[src/rtl/wor_capture_pkg.sv]
// Shared types for the wired-OR capture stage.
package wor_capture_pkg;

  typedef enum logic [1:0] {
    ST_IDLE    = 2'd0,
    ST_MEASURE = 2'd1,
    ST_REPORT  = 2'd2
  } wor_cap_state_t;

  // Record width for consumers using the default counter width.
  localparam int unsigned WOR_CNT_W = 8;

  typedef struct packed {
    logic [WOR_CNT_W-1:0] high_count;
    logic [WOR_CNT_W-1:0] rise_count;
    logic                 overflow;
  } wor_cap_rec_t;

endpackage

[src/rtl/wor_capture_sync2_edge.sv]
// Two-flop synchroniser for the asynchronous wired-OR net, plus a one-cycle
// history flop used to detect 0->1 transitions of the synchronised value.
module sync2_edge (
  input  logic clk,
  input  logic rst_n,
  input  logic d_i,
  output logic f_s_o,
  output logic rise_o
);

  logic meta_q;
  logic sync_q;
  logic prev_q;

  // Synchroniser chain and previous-value history; runs every cycle.
  always_ff @(posedge clk or negedge rst_n) begin
    if (!rst_n) begin
      meta_q <= 1'b0;
      sync_q <= 1'b0;
      prev_q <= 1'b0;
    end else begin
      meta_q <= d_i;
      sync_q <= meta_q;
      prev_q <= sync_q;
    end
  end

  assign f_s_o  = sync_q;
  assign rise_o = sync_q & ~prev_q;

endmodule

[src/rtl/wor_capture.sv]
// Windowed measurement of the wired-OR net: counts high cycles and rising
// edges over WINDOW cycles and offers each result on a valid/ready port.
module wor_capture #(
  parameter int unsigned WINDOW = 16,
  parameter int unsigned CNT_W  = 8
) (
  input  logic             clk,
  input  logic             rst_n,
  input  logic             f_in,
  input  logic             enable,
  output logic             out_valid,
  input  logic             out_ready,
  output logic [CNT_W-1:0] high_count,
  output logic [CNT_W-1:0] rise_count,
  output logic             overflow
);
  import wor_capture_pkg::*;

  localparam int unsigned    WIN_W    = $clog2(WINDOW);
  localparam logic [WIN_W-1:0] WIN_LAST = WIN_W'(WINDOW - 1);
  localparam logic [CNT_W-1:0] CNT_MAX  = {CNT_W{1'b1}};

  wor_cap_state_t   state_q, state_d;
  logic [WIN_W-1:0] win_q, win_d;
  logic [CNT_W-1:0] hc_q, hc_d;
  logic [CNT_W-1:0] rc_q, rc_d;
  logic             ov_q, ov_d;
  // Published record: loaded only when a window completes, so it stays
  // stable for the whole time out_valid is high.
  logic [CNT_W-1:0] rec_hc_q, rec_hc_d;
  logic [CNT_W-1:0] rec_rc_q, rec_rc_d;
  logic             rec_ov_q, rec_ov_d;
  logic             start_win;
  logic             f_s;
  logic             rise;

  sync2_edge u_sync (
    .clk    (clk),
    .rst_n  (rst_n),
    .d_i    (f_in),
    .f_s_o  (f_s),
    .rise_o (rise)
  );

  // Next-state logic: FSM, window counter and saturating accumulators.
  always_comb begin
    state_d   = state_q;
    win_d     = win_q;
    hc_d      = hc_q;
    rc_d      = rc_q;
    ov_d      = ov_q;
    rec_hc_d  = rec_hc_q;
    rec_rc_d  = rec_rc_q;
    rec_ov_d  = rec_ov_q;
    start_win = 1'b0;
    case (state_q)
      ST_IDLE: begin
        if (enable) begin
          state_d   = ST_MEASURE;
          start_win = 1'b1;
        end
      end
      ST_MEASURE: begin
        // Losing enable abandons the window; partial counts are never shown.
        if (!enable) begin
          state_d = ST_IDLE;
        end else begin
          if (f_s) begin
            if (hc_q == CNT_MAX) ov_d = 1'b1;
            else                 hc_d = hc_q + 1'b1;
          end
          if (rise) begin
            if (rc_q == CNT_MAX) ov_d = 1'b1;
            else                 rc_d = rc_q + 1'b1;
          end
          if (win_q == WIN_LAST) begin
            state_d  = ST_REPORT;
            rec_hc_d = hc_d;
            rec_rc_d = rc_d;
            rec_ov_d = ov_d;
          end else begin
            win_d = win_q + 1'b1;
          end
        end
      end
      ST_REPORT: begin
        // Record is held until taken; enable only picks where we go next.
        if (out_ready) begin
          if (enable) begin
            state_d   = ST_MEASURE;
            start_win = 1'b1;
          end else begin
            state_d = ST_IDLE;
          end
        end
      end
      default: state_d = ST_IDLE;
    endcase
    if (start_win) begin
      win_d    = '0;
      hc_d     = '0;
      rc_d     = '0;
      ov_d     = 1'b0;
      rec_hc_d = '0;
      rec_rc_d = '0;
      rec_ov_d = 1'b0;
    end
  end

  // State and counter registers.
  always_ff @(posedge clk or negedge rst_n) begin
    if (!rst_n) begin
      state_q  <= ST_IDLE;
      win_q    <= '0;
      hc_q     <= '0;
      rc_q     <= '0;
      ov_q     <= 1'b0;
      rec_hc_q <= '0;
      rec_rc_q <= '0;
      rec_ov_q <= 1'b0;
    end else begin
      state_q  <= state_d;
      win_q    <= win_d;
      hc_q     <= hc_d;
      rc_q     <= rc_d;
      ov_q     <= ov_d;
      rec_hc_q <= rec_hc_d;
      rec_rc_q <= rec_rc_d;
      rec_ov_q <= rec_ov_d;
    end
  end

  assign out_valid  = (state_q == ST_REPORT);
  assign high_count = rec_hc_q;
  assign rise_count = rec_rc_q;
  assign overflow   = rec_ov_q;

endmodule
[config.mk]
export PLATFORM = sky130hd
export DESIGN_NAME = wor_capture
export DESIGN_NICKNAME = d
export VERILOG_FILES = /design/src/rtl/wor_capture_pkg.sv /design/src/rtl/wor_capture_sync2_edge.sv /design/src/rtl/wor_capture.sv
export SDC_FILE = /design/constraint.sdc
export NUM_CORES = 1
export LEC_CHECK = 0
export ABC_AREA = 0
export ABC_CLOCK_PERIOD_IN_PS = 2100
export CORE_ASPECT_RATIO = 0.75
export CORE_MARGIN = 1
export CORE_UTILIZATION = 56
export CTS_CLUSTER_DIAMETER = 200
export DETAILED_ROUTE_END_ITERATION = 6
export MAX_ROUTING_LAYER = met4
export PLACE_DENSITY = 0.79
export RECOVER_POWER = 25
export SLEW_MARGIN = 10
export SYNTH_ARGS = -nofsm -noshare
export SYNTH_HDL_FRONTEND = slang
export SYNTH_SLANG_ARGS = --single-unit
export TNS_END_PERCENT = 30
[constraint.sdc]
create_clock -name clk -period 2.1 [get_ports clk]
set_clock_uncertainty 0.15 [all_clocks]
set_input_delay 0.21 -clock clk [delete_from_list [all_inputs] [get_ports clk]]
set_output_delay 0.21 -clock clk [all_outputs]
set_load 0.1 [all_outputs]
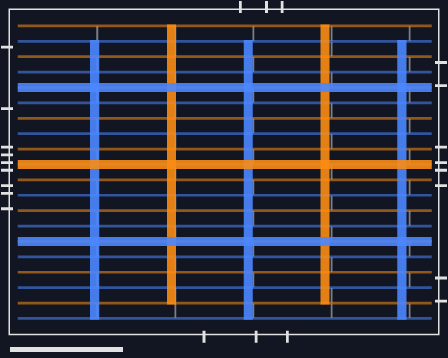
(run_1/pdn.png)
The bar under the picture is 20 um long. Pins as bars on the die edge. Tap cells in grey.
Orange marks VDD. Blue marks VSS.
52 tap cells. The core has 19 rows. 3 straps on met5.

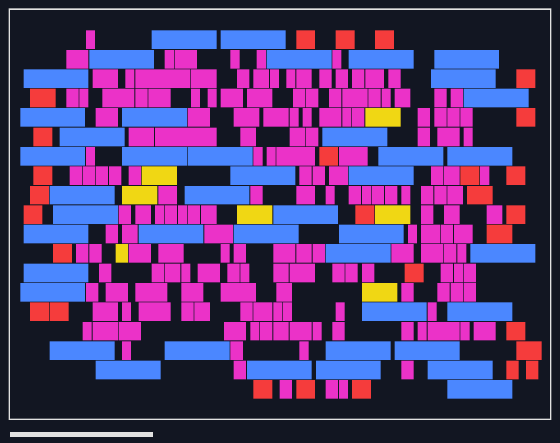
(run_1/cell_classes.png)
The bar under the picture is 20 um long.
Magenta marks all other logic, cells 177, share of their area 44%. Red marks other buffers and delay cells, cells 28, share of their area 8.7%. Blue marks flops, cells 43, share of their area 44%. Yellow marks clock drivers and dummy loads, cells 7, share of their area 3.5%.

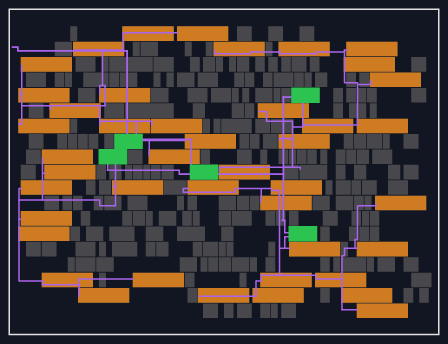
(run_1/clock_map.png)
Purple marks clock wires, length 489 um. Orange marks flip-flops, count 43. Green marks cells driving clock nets, count 5.
Position of the flops: widely spread. There are 6 routed clock nets.

==> results.txt, run 1 <==
fresh numbers from the pnr run: die y size 57.2 um, WHS 204 ps, Post-route DRC 0, DR WL/cell 14.5 um, Worst EP arrival 1860 ps, buffering overhead 8.48%, gr busiest metal met1, Hold Buf Count CTS 1, port bufs 22, Slew @ Worst Pin 1030 ps, setup_tns 0 ps, fmax 0.545 GHz, post-CTS setup buffer count 0, fill count 311, Via Count 1743, Ant. Diodes 0, Slowest Stage Delay on Critical Path 480 ps, CP endpoint rise_count[1], Crit path depth 5, Async SR Flop Fraction 100%, combinational share of cell area 42.4%, Yosys Instances 237, PwrDens 583 nW/um^2, CP startpoint kind register, sequential standard cell area 1080 sq um, met3 Usage GRT 4.77%, Final Worst Setup Slack 263 ps, fin crit period 1840 ps, Place WS 213 ps, n_taps 52, Post-synth top cells 43 x dfrtp_1, 22 x nand2_1, 21 x a21oi_1, combinational gate area 1070 sq um, syn nets 245, R2R cell count 5, Area growth syn-to-layout 11.5%, GRT Resource Usage Total 23.3%, yosys synthesis chip area 2280 sq um, DRT antenna net count 0, R2R Path End rise_count[1], Final GP Congestion 0.813, Comb gates 172, unrepaired setup endpoints after global routing no, M2 GR Usage 30.9%, crit path max-delay cell type dfrtp_1, # rows 19, post-place instance area 2440 sq um, nonclk inv count 5, remaining global-route overflow 0, met1 WL 2350 um, Top cell area share 47.3%, Hold Path Sink u_sync.f_s_o, Final Hold Vio Count 0, CTS tree done, WL met3 185 um, FP Util 60.2%, Final Max Slew Viols 0, largest net degree at the start of global routing 44, CP required 2120 ps, DR pass1 iterations 4, Worst setup EP type register, status finished clean, GRT met1 Usage 36.1%, maxcap violations 0, DR WL met2 1870 um, sequential cell area share 42.4%, root buffer selected by CTS clkbuf_8, Synth area leaders dfrtp_1 47%, a21oi_1 4.6%, nand3_1 4.2%, first-pass GRT wire length 7220 um, die x size 75.6 um, Final Cell Area 2540 sq um, Non-CTS buffers 28, Mapped Cells 237, flop2flop setup slack 260 ps, Nets 263
==> run 1: sequential cells by signal, indices dropped and copies added, names as in the netlist <==
name           count
rc_q               8
u_sync.f_s_o       1
ov_q               1
u_sync.prev_q      1
u_sync.meta_q      1
high_count         8
hc_q               8
rise_count         8
overflow           1
state_q            2
win_q              4
==> run 1: kinds of logic after synthesis <==
kind of cell / share of synthesized area [%]
flops: 47.3
xor+xnor: 3.85
buf+inv: 5.61
mux: 2.64
simple gates: 22.6
fa+ha+maj: 1.65
compound gates: 16.4
==> run 1: power breakdown <==
part           total (mW)  internal [mW]  switching (mW)
combinational      0.0981         0.0333          0.0648
clock               0.524          0.258           0.266
sequential          0.857          0.839          0.0174
total                1.48           1.13           0.349
--- run 2 (diff from run 1) ---
--- a/config.mk
+++ b/config.mk
@@ -6,14 +6,14 @@
 export NUM_CORES = 1
 export LEC_CHECK = 0
 export ABC_AREA = 0
-export ABC_CLOCK_PERIOD_IN_PS = 2100
+export ABC_CLOCK_PERIOD_IN_PS = 1570
 export CORE_ASPECT_RATIO = 0.75
-export CORE_MARGIN = 1
-export CORE_UTILIZATION = 56
+export CORE_MARGIN = 2
+export CORE_UTILIZATION = 51
 export CTS_CLUSTER_DIAMETER = 200
 export DETAILED_ROUTE_END_ITERATION = 6
 export MAX_ROUTING_LAYER = met4
-export PLACE_DENSITY = 0.79
+export PLACE_DENSITY = 0.76
 export RECOVER_POWER = 25
 export SLEW_MARGIN = 10
 export SYNTH_ARGS = -nofsm -noshare
==> constraint.sdc (replaced) <==
create_clock -name clk -period 1.57 [get_ports clk]
set_clock_uncertainty 0.15 [all_clocks]
set_input_delay 0.157 -clock clk [delete_from_list [all_inputs] [get_ports clk]]
set_output_delay 0.157 -clock clk [all_outputs]
set_load 0.1 [all_outputs]
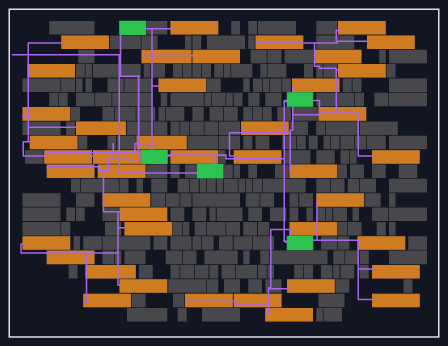
(run_2/clock_map.png)
Green marks cells driving clock nets, count 5. Purple marks clock wires, length 533 um. Orange marks flip-flops, count 43.
There are 6 routed clock nets.

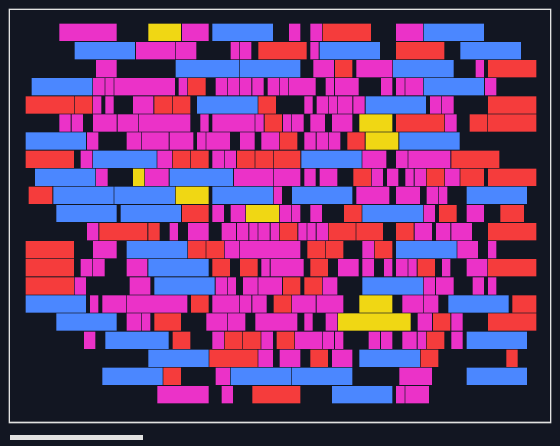
(run_2/cell_classes.png)
The bar under the picture is 20 um long.
Core ar.: 4390 sq um
Core Util, Final: 76.4%
sequential cell area share: 32.2%

==> results.txt, run 2 <==
fresh numbers from the pnr run: PwrDens 674 nW/um^2 (+16%), DR WL met2 2870 um (+54%), GRT Resource Usage Total 25.2% (+1.9 points), Comb power 0.222 mW (+130%), yosys synthesis chip area 2280 sq um (unchanged), buffering overhead 24.5% (+16 points), Final Setup Violations 2, Nets 308 (+17%), Post-synth top cells 43 x dfrtp_1, 22 x nand2_1, 21 x a21oi_1, root buffer selected by CTS clkbuf_8, unrepaired setup endpoints after global routing yes, combinational gate area 1240 sq um (+16%), syn nets 245 (unchanged), Clk. pwr 0.894 mW (+71%), n_taps 57 (+9.6%), GRT met1 Usage 35.6% (-0.45 points), sequential standard cell area 1080 sq um (+0.47%), Final Worst Setup Slack -16.2 ps (-280 ps), Simple Share, Synth 22.6% (unchanged), WL met3 441 um (+140%), Top cell area share 47.3% (unchanged), maxcap violations 0 (unchanged), FP Util 51.9% (-8.3 points), failing checks setup timing, status complete, but fails checks, Comb gates 172 (unchanged), fin crit period 1590 ps (-250 ps), Sw Pwr 0.525 mW (+51%), Non-CTS buffers 73 (+160%), largest net degree at the start of global routing 19 (-57%), DR WL/cell 17.1 um (+18%), P_int 1.74 mW (+53%), switching share of power 23.2% (-0.34 points), Top Consumer sequential cells, crit path max-delay cell type dfrtp_1, fmax 0.630 GHz (+16%), gr busiest metal met2, Final Max Slew Viols 0 (unchanged), remaining global-route overflow 0 (unchanged), DR pass1 iterations 5 (+1), WHS 186 ps (-18.2 ps), CP startpoint kind register, first-pass GRT wire length 9160 um (+27%), Yosys Instances 237 (unchanged), die x size 81.1 um (+7.3%), nonclk inv count 5 (unchanged), Final GP Congestion 0.925 (+14%), clock power share 39.6% (+4.1 points), Via Count 2092 (+20%), flop2flop setup slack -20 ps (-280 ps)
[run 2: path summary, 6_finish.rpt]
kind / from / end / cells after the start
min in group clk: u_sync.meta_q / u_sync.f_s_o / 0
max in group asynchronous: rst_n / rc_q[2] / 3
max reg2reg: state_q[1] / hc_q[3] / 6
min reg2reg: u_sync.meta_q / u_sync.f_s_o / 0
max: state_q[1] / hc_q[3] / 6
min: rst_n / win_q[3] / 2
[run 2: stage by stage]
stage               cells  TNS, ps  power [mW]  utilization [%]
floorplan             237    -73.3        1.25                -
detailed placement    339    -5160        1.35             67.9
global placement      339    -4350        1.35             67.9
finish                358    -29.8        2.26             76.4
CTS                   351    -5.15        2.26             72.0
global route          358     -788        2.36             76.4
Power is estimated from default activity; no workload was simulated.
